==> config.mk <==
export PLATFORM = sky130hd
export DESIGN_NAME = reset_sequencer
export DESIGN_NICKNAME = d
export VERILOG_FILES = /design/src/rtl/reset_seq_pkg.sv /design/src/rtl/bit_synchronizer.sv /design/src/rtl/reset_sequencer.sv
export SDC_FILE = /design/constraint.sdc
export NUM_CORES = 1
export LEC_CHECK = 0
export ABC_AREA = 1
export CAP_MARGIN = 20
export CORE_ASPECT_RATIO = 2
export CORE_MARGIN = 5
export CORE_UTILIZATION = 40
export CTS_CLUSTER_SIZE = 8
export DETAILED_ROUTE_END_ITERATION = 6
export GPL_TIMING_DRIVEN = 0
export PLACE_DENSITY_LB_ADDON = 0.15
export SYNTH_ARGS = -nofsm -noshare
export SYNTH_HDL_FRONTEND = slang
export SYNTH_SLANG_ARGS = --single-unit
==> constraint.sdc <==
create_clock -name clock -period 3.91 [get_ports clock]
set_input_delay 0.391 -clock clock [delete_from_list [all_inputs] [get_ports clock]]
set_output_delay 0.391 -clock clock [all_outputs]
set_load 0.005 [all_outputs]
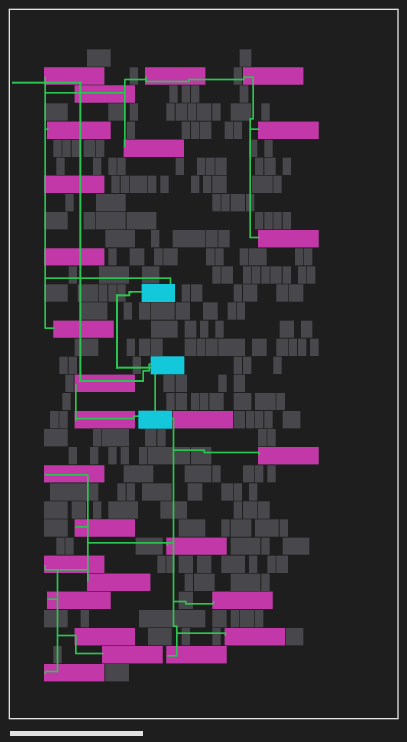
*Clock network drawn from the DEF, run 1*
Bar = 20 um.
[cells driving clock nets] cyan | count: 3
[flip-flops] magenta | count: 27
[clock wires] green | length: 393 um
routed clock nets	4
part of the total power dissipated in the clock network: 0.339
reported clock group power: 0.165 mW
final clock skew: 0.00650 ns
insertion delay at the late pin of the worst-skew pair: 0.28 ns

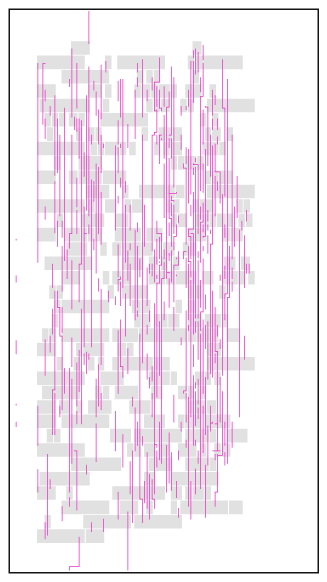
*Metal 2, run 1*
Cells faint in the background.
main direction	vertical
nets with wire on the layer	211
share of all routed wire	59%
GR Util met2: 0.310
vias: 1,577
WL final: 4.41 mm

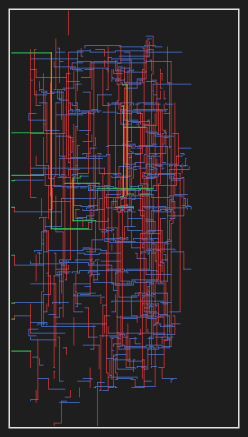
*Wiring by layer, run 1*
layer	color	wire length
met2	red	2,590 um
met1	blue	1,620 um
met4	orange	107 um
met3	green	91.6 um
GRT Resource Usage Total: 0.163
drt wl/cell: 13.9 um

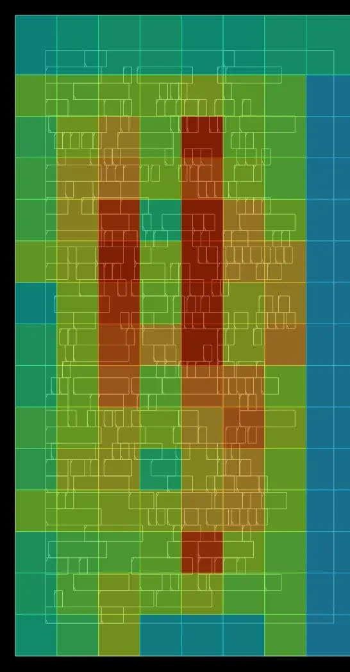
*Track usage over the die, run 1*
core occupancy in the finished layout: 0.465
met1 GRT Util: 0.173

==> notes.md, run 1 <==
Implementation results

The finished layout holds around 320 standard cells, fillers aside. In the final layout, the multi-input gates occupy 990 um2. The total CTS buffers is 3. The actual transition at the worst max-transition pin is roughly 0.53 ns. The design has 27 sequential cells.

Wire segments on met3 add up to slightly above 90 um in the final route. The diode insertion count for antenna repair is 0. The met2 layer wire length in the routed design is 2.59 mm. No sink is reached through more buffers than the 2 on the longest clock path. The mean instance size in the synthesized netlist is 7.57 um2.

The die covers 6200 um2. The maximum vdd drop is 0.000229 V. The buffer_ports step reported a buffer count of 11. The number of global-route vias before repair is approximately 1,700. STA classifies the critical path endpoint as a register. After floorplanning, the core was divided into 35 placement rows. The worst-case hold slack is around 0.36 ns. Summing all placed instances gives a cell area of 2070 um2.

The proportion of total power due to net switching is 0.240. Entering global routing, the biggest net connects 19 pins. The register share of the cell area is 0.321. The least setup slack across all paths after layout is 1.72 ns. The sequential cells in the finished layout cover a total of between 600 and 700 um2. The max-cap violation count is 0.

The die height is 106 um. The fraction of area in clock buffers and inverters is 0.0230. The area fraction in full adders, half adders and majority gates is 0.0672. The compound-cell area share of the yosys netlist is 0.0827. The Yosys warning count is 0. The final layout report lists a filler cell count of around 480. Per the final report, the share of cell area in non-clock buffers is 0.0892. Max-slew check failures listed in the final report amount to 0. The internal power summed over all cells is between 0.3 and 0.4 mW.

The root buffer cell is clkbuf_8. The run finished with clean final reports. The largest area contributor in the netlist is dfrtp_1. Between the synthesized netlist and the finished layout, the area growth was recorded as 13.7%. The layer carrying the most global-route usage is met2. The number of instances in the synthesized netlist is between 200 and 250. The final clock period utilization by the worst path is 0.561. Before any placement, the netlist area is recorded as 1860 um2.

For this run, the top clock speed supported by timing is between 0.4 and 0.5 GHz. The critical path is of the register to register type. Setup repair after global routing left no endpoint under its margin. The final non-filler cell area is 2120 um2. The largest non-sequential cell family by area is simple AND/OR/NAND/NOR gates. The wire length of the first global-routing pass is 7.85 mm. The register with the most flip-flops in the layout has 10 of them. The number of nets in the finished design is roughly 280. Per the final layout report, the fraction of cells sized above drive strength 1 comes to 0.164. The top cell class by occupied area is logic gates. From the final report, the count of setup violators was given as 0. The final HPWL from detailed placement is 3.48 mm. The share of synthesized area spent on multiplexers is 0.00538.
run 1: power groups by stage:
stage	sequential, mW	combinational (mW)	clock [mW]
floorplan	0.293	0.0185	0
global placement	0.293	0.0319	0
detailed placement	0.293	0.0359	0
CTS	0.288	0.0360	0.176
global route	0.289	0.0396	0.182
finish	0.288	0.0349	0.165
run 1: worst max-delay path, stage by stage (launching register included):
cell and delay, ns:
dfrtp_1 0.41, inv_1 0.08, ha_1 0.16, buf_6 0.15
buf_6 0.16, nand2_1 0.06, inv_1 0.05, ha_1 0.17
nand3_2 0.15, nor2_4 0.17, nand2_2 0.10, nand2_2 0.12
inv_2 0.08, nand2_1 0.07, nand3_1 0.07, nand2_1 0.06
inv_1 0.03
### The metal 3 layer, run 1

Bar = 20 um. Cells faint in the background.
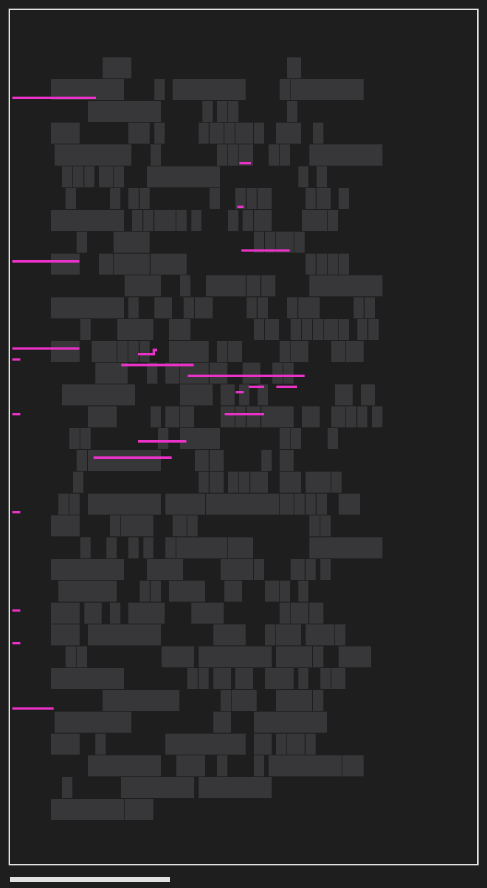

--- run 2 (diff from run 1) ---
Clock period 3.91 ns to 2 ns, I/O delays scaled along.
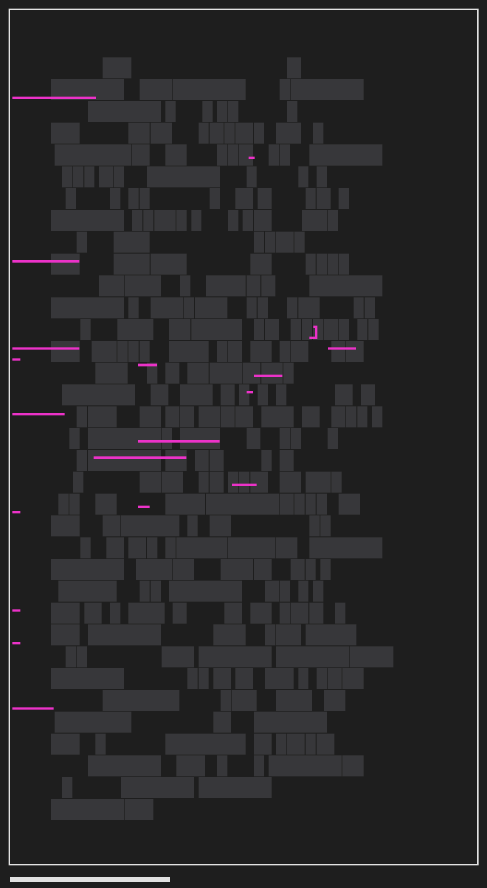
*The metal 3 layer, run 2*
Bar = 20 um. Cells faint in the background.
wire length on this layer	76.3 um
share of all routed wire	1.7%
main direction	horizontal
longest straight run	11.3 um
met3 demand-to-capacity share in global routing: 0.0194
vias: 1,651

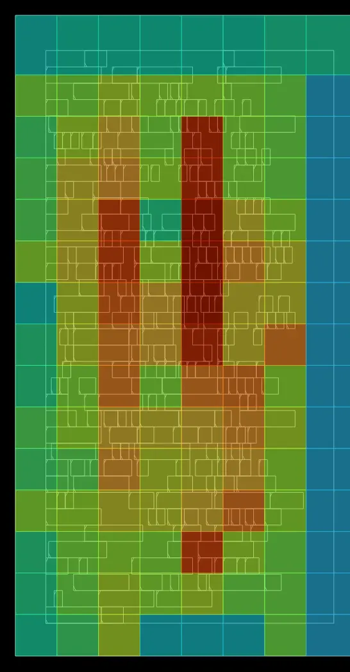
*Track usage over the die, run 2*
GR Util met2: 0.308
drt wl/cell: 13.8 um
GRT Resource Usage Total: 0.165
core occupancy in the finished layout: 0.516

==> notes.md, run 2 <==
Implementation results

Outcome: finished, final reports clean (unchanged). The data required time at the worst endpoint is 2.17 ns (was 4.09 ns). The final HPWL from detailed placement is 3.48 mm (unchanged).

The sum of buffers and inverters on the critical path is 4 (was 6). The area of all sequential standard cells came to 679 um2 (unchanged). The diode insertion count for antenna repair is 0 (unchanged).

The met3 routed wirelength is 76 um (was 91 um). The share of synthesized area spent on multiplexers is 0.00538 (unchanged). The number of cell instances on the worst register-to-register path came to 12 (was 16). The cell at the slowest stage of the critical path is dfrtp_1 (unchanged). The portion of the layout cell area used by non-clock buffers is 0.135 (was 0.0892). The maximum root-to-sink buffer count is 2 (unchanged). The number of I/O port buffers is 11 (unchanged). The actual transition at the worst max-transition pin is 0.533 ns (was 0.534 ns). The maximum clock skew at final layout is 0.00926 ns (was 0.00650 ns). The total count of hold-check failures in the final report came to 0 (unchanged).

The tally of OpenROAD warnings is 31 (unchanged). The area taken by multi-input logic gates is 1090 um2 (was 990 um2). The global placer's final weighted congestion is 0.924 (unchanged). The Yosys warning count is 0 (unchanged). The number of primary I/O pins is 12 (unchanged). The share of synthesized cell area in and, or, nand and nor gates was 0.351 (unchanged).

The met2 layer wire length in the routed design is 2.76 mm (was 2.59 mm). Top cells by area: dfrtp_1 (32%), nand2_1 (14%), ha_1 (6.7%), inv_1 (6.0%), nor2_1 (5.0%) (unchanged). The number of logic inverters in the finished layout is 37 (unchanged).

The area of the mapped netlist is 1860 um2 (unchanged). The delay of the slowest critical-path stage came to 0.42 ns (was 0.41 ns). The total CTS buffers came to 3 (unchanged).

The synthesis-stage register bit count was 27 (unchanged). The number of nets in the finished design came to 294 (was 277). The critical path's top delay family is simple AND/OR/NAND/NOR gates (unchanged).

The total die size was 6200 um2 (unchanged). The kind of start point of the critical path is a register (unchanged). The mean instance size in the synthesized netlist is 7.57 um2 (unchanged).

The fraction of area in clock buffers and inverters is 0.0208 (was 0.0230). The pin count of the biggest net entering global routing is 19 (unchanged). The TritonCTS clock tree is built (unchanged).

The largest non-sequential cell family by area is simple AND/OR/NAND/NOR gates (unchanged). The top routing layer in use is met4 (unchanged). The register share of the cell area came to 0.289 (was 0.321). The critical path data arrival time is 2.09 ns (was 2.37 ns). The final number of setup-violating endpoints was 0 (unchanged). The number of instances in the synthesized netlist is 246 (unchanged). The total number of cells along the worst setup path is 12 (was 16). The peak clock frequency supported by timing was 0.522 GHz (was 0.456 GHz).

The number of flip-flops under the largest register name was 10 (unchanged). The synthesized chip area reported by yosys is 1860 um2 (unchanged). The final count of pins violating max slew is 0 (unchanged).

The area growth from synthesis to layout was 26.2% (was 13.7%). The wire length of the first global-routing pass is 7.94 mm (was 7.85 mm). Cell Chain, Critical Path: inv_2 > ha_4 > buf_8 > nand2_2 > inv_2 > ha_4 > nand3_4 > nor2_4 > nand2_4 > buf_4 > nand3_1 > o22ai_1 (was inv_1 > ha_1 > buf_6 > buf_6 > nand2_1 > inv_1 > ha_1 > nand3_2 > nor2_4 > nand2_2 > nand2_2 > inv_2 > nand2_1 > nand3_1 > nand2_1 > inv_1).

The die height is 106 um (unchanged). The compound-cell area share of the yosys netlist was 0.0827 (unchanged). The number of resized instances in the post-cts repair step is 11 (was 0). The number of levels the H-tree was split into is 1 (unchanged). The root buffer cell is clkbuf_8 (unchanged). The top cell class by occupied area is logic gates (unchanged).

The leakage power is 1.18 nW (was 1.05 nW). The max-cap violation count came to 0 (unchanged). The worst-skew pair later-pin latency was 0.28 ns (about the same). The final clock period utilization by the worst path is 0.957 (was 0.561). The worst setup path category is register to register (unchanged). The total overflow reported by the global router was 0 (unchanged). The largest area contributor in the netlist is dfrtp_1 (unchanged). The area fraction in full adders, half adders and majority gates came to 0.0672 (unchanged).

The final non-filler cell total is 334 (was 317). The layer carrying the most global-route usage is met2 (unchanged). The number of global-route vias before repair is 1,723 (was 1,703). The class of the most critical hold timing path was input port to asynchronous set/reset pin (was register to register). The ratio of cells with drive above 1 in the final layout was 0.272 (was 0.164). The number of nets in the synthesized netlist is 260 (unchanged). The met1 layer usage reported by global route came to 0.177 (was 0.173). The number of placement rows is 35 (unchanged). The fill cell instance count of the final layout is 465 (was 475). The type of destination of the critical path was a register (unchanged).

The number of flip-flops and latches is 27 (unchanged). The most common cell after layout, fill and taps aside is nand2_1 (unchanged). The horizontal die dimension is 58.2 um (unchanged). The maximum vdd drop came to 0.000420 V (was 0.000229 V).
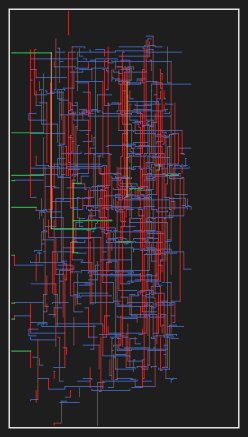
*Wiring by layer, run 2*
layer	color	wire length
met4	orange	91.8 um
met1	blue	1,700 um
met2	red	2,760 um
met3	green	76.3 um
WL final: 4.62 mm

==> run 2: cell counts after synthesis <==
Identical to the previous run, type by type.
==> run 2: power by group <==
group | switching (mW) | internal, mW
registers | 0.00652 | 0.556
logic | 0.0446 | 0.0327
clock network | 0.189 | 0.142
total | 0.240 | 0.731
==> run 2: stage by stage <==
stage	util	setup TNS (ns)	hold WS, ns	instance area (um2)	setup slack [ns]
after floorplan	-	0	-0.0956	1860	0.125
after global placement	0.448	-1.28	0.336	2040	-0.138
after detailed placement	0.454	-1.77	0.338	2070	-0.167
after CTS	0.487	0	0.272	2220	0.00411
after global routing	0.516	-0.0649	0.297	2350	-0.0183
final	0.516	0	0.253	2350	0.0860
Power figures rest on the tool's default switching activity, not on a simulated workload.
